==> config.mk <==
export PLATFORM = sky130hd
export DESIGN_NAME = stopwatch_counter
export DESIGN_NICKNAME = d
export VERILOG_FILES = /design/src/rtl/stopwatch_pkg.sv /design/src/rtl/stopwatch_counter_bcd_digit.sv /design/src/rtl/stopwatch_counter.sv
export SDC_FILE = /design/constraint.sdc
export NUM_CORES = 1
export LEC_CHECK = 0
export CORE_UTILIZATION = 60
export DETAILED_ROUTE_END_ITERATION = 8
export GPL_TIMING_DRIVEN = 0
export PLACE_DENSITY = 0.85
export SYNTH_ARGS = -nofsm -noshare
export SYNTH_HDL_FRONTEND = slang
export SYNTH_HIERARCHICAL = 1
export SYNTH_SLANG_ARGS = --single-unit
==> constraint.sdc <==
create_clock -name clk -period 8.4 [get_ports clk]
set_input_delay 1.68 -clock clk [delete_from_list [all_inputs] [get_ports clk]]
set_output_delay 1.68 -clock clk [all_outputs]
set_load 0.01 [all_outputs]
**Wiring by layer**

The bar under the picture is 20 um long.
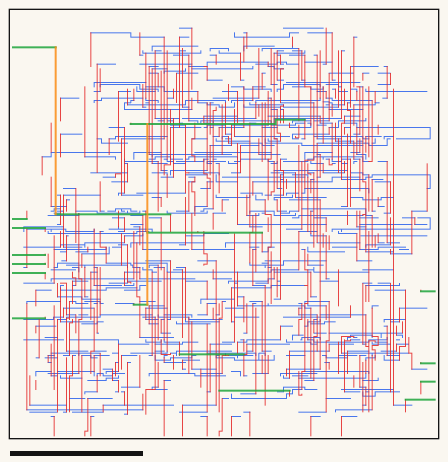
- met3: green (wire length 127 um)
- met2: red (wire length 2110 um)
- met1: blue (wire length 2160 um)
- met4: orange (wire length 52.4 um)
routed via count: 1818
final WL: 4445 um
gr usage total: 23.41%
wire per inst: 14.11 um

**Ports around the boundary**

The bar under the picture is 20 um long. Pins as bars across the die edge, other pins in gray.
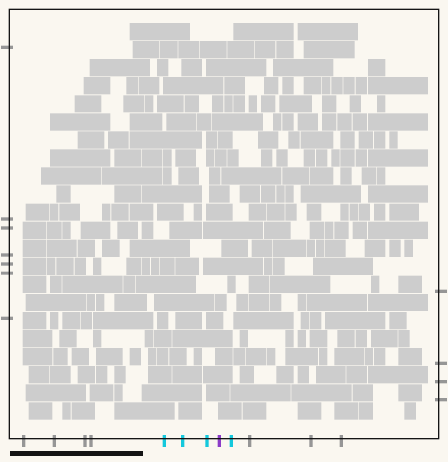
- q1: cyan (pins 4; direction output; edge bottom)
- wrap: purple (pins 1; direction output; edge bottom)
Die X-Extent: 64.45 um
die height: 64.45 um

==> results_slide.txt <==
Key Metrics from the Run

Die
  – Cell Rows: 22

Timing
  – Final setup fails: 0
  – Fmax: 265.5 MHz
  – Layout Skew: 7.930 ps
  – Worst slew pin tran: 954.8 ps
  – RSZ-0062 raised after global routing: no

Cells and area
  – Post-Route Utilization: 74.05%
  – Logic area: 1249 um2
  – Post-route cell area: 2731 um2
  – Dominant logic cell type in the layout: dfrtp_1
  – Fin nets: 280

Placement
  – Final GP Congestion: 0.7646
  – Port Buf Inserts: 21

Logic synthesis
  – Synth Net Count: 252
  – Netlist cell types: 44
  – Cell area after synthesis: 2340 um2
  – Ys flops: 40

Setup path
  – Critical path buffers and inverters: 4
  – Worst Path Max Fanout: 8
  – Top delay family on crit path: simple AND/OR/NAND/NOR gates
  – Crit path DAT: 3970 ps

Global routing
  – GRT overflow: 0

Min path
  – Hold Path Stages: 1

Detailed routing
  – Vias/cell: 5.771
  – Post-DRT Antenna Nets: 0

CTS
  – # hold bufs at CTS: 0
  – Clk sinks: 40

Power
  – Pwr dens: 143.0 nW/um2
  – Worst vdd ir: 0.1218 mV

Run status
  – Status: completed
## synthesized netlist by cell type, drive strengths merged, types with 3 or more instances
library cell	n	area, um2
nand3	15	75.07
buf	3	33.78
dfrtp	40	1001
nand4	11	90.08
inv	12	45.04
nand3b	11	82.58
a21oi	18	105.1
nand2	24	97.60
a211o	3	26.28
or3	5	36.28
a21o	3	22.52
clkbuf	3	11.26
and2	4	26.28
a21boi	3	22.52
nor2	22	157.7
xnor2	8	70.07
xor2	5	43.79
o21ai	9	45.04
ha	9	112.6
and4b	3	33.78
nor3	8	40.04
## power by group
part / internal [W] / switching, W / total [W]
Combinational: 0.00000717 / 0.0000145 / 0.0000217
Clock: 0.000105 / 0.0000684 / 0.000173
Sequential: 0.000194 / 0.00000159 / 0.000196
## per-stage QoR
stage | instances | setup slack (ps)
after floorplan | 238 | 5368
after global placement | 307 | 4420
after detailed placement | 307 | 4411
after CTS | 315 | 4661
after global routing | 315 | 4109
final | 315 | 4634
## metal layers
metal | up-vias | share of wire, % | track usage [%]
met5 | - | 0 | 0
met4 | 0 | 1.2 | 6.944
met3 | 5 | 2.8 | 5.634
met2 | 20 | 47 | 37.37
met1 | 890 | 49 | 31.57
li1 | 903 | - | -
## kinds of logic after synthesis
kind of cell | after synthesis | share of synthesized area, %
xor gates and xnor gates | 13 | 4.866
buffers and inverters | 18 | 3.850
AOI/OAI and AO/OA | 42 | 11.55
DFF | 40 | 42.78
adders and majority gates | 9 | 4.813
muxes | 1 | 0.4278
and+or+nand+nor | 115 | 31.71
## final cells by class
class | count | area share (%)
Multi-Input combinational cell | 180 | 45.72
Sequential cell | 40 | 36.65
Timing Repair Buffer | 21 | 7.513
Clock buffer | 7 | 3.527
Tap cell | 48 | 2.199
Buffer | 6 | 1.649
Inverter | 12 | 1.649
Clock inverter | 1 | 1.099
No activity file was given, so power comes from the tool's default toggle rates.
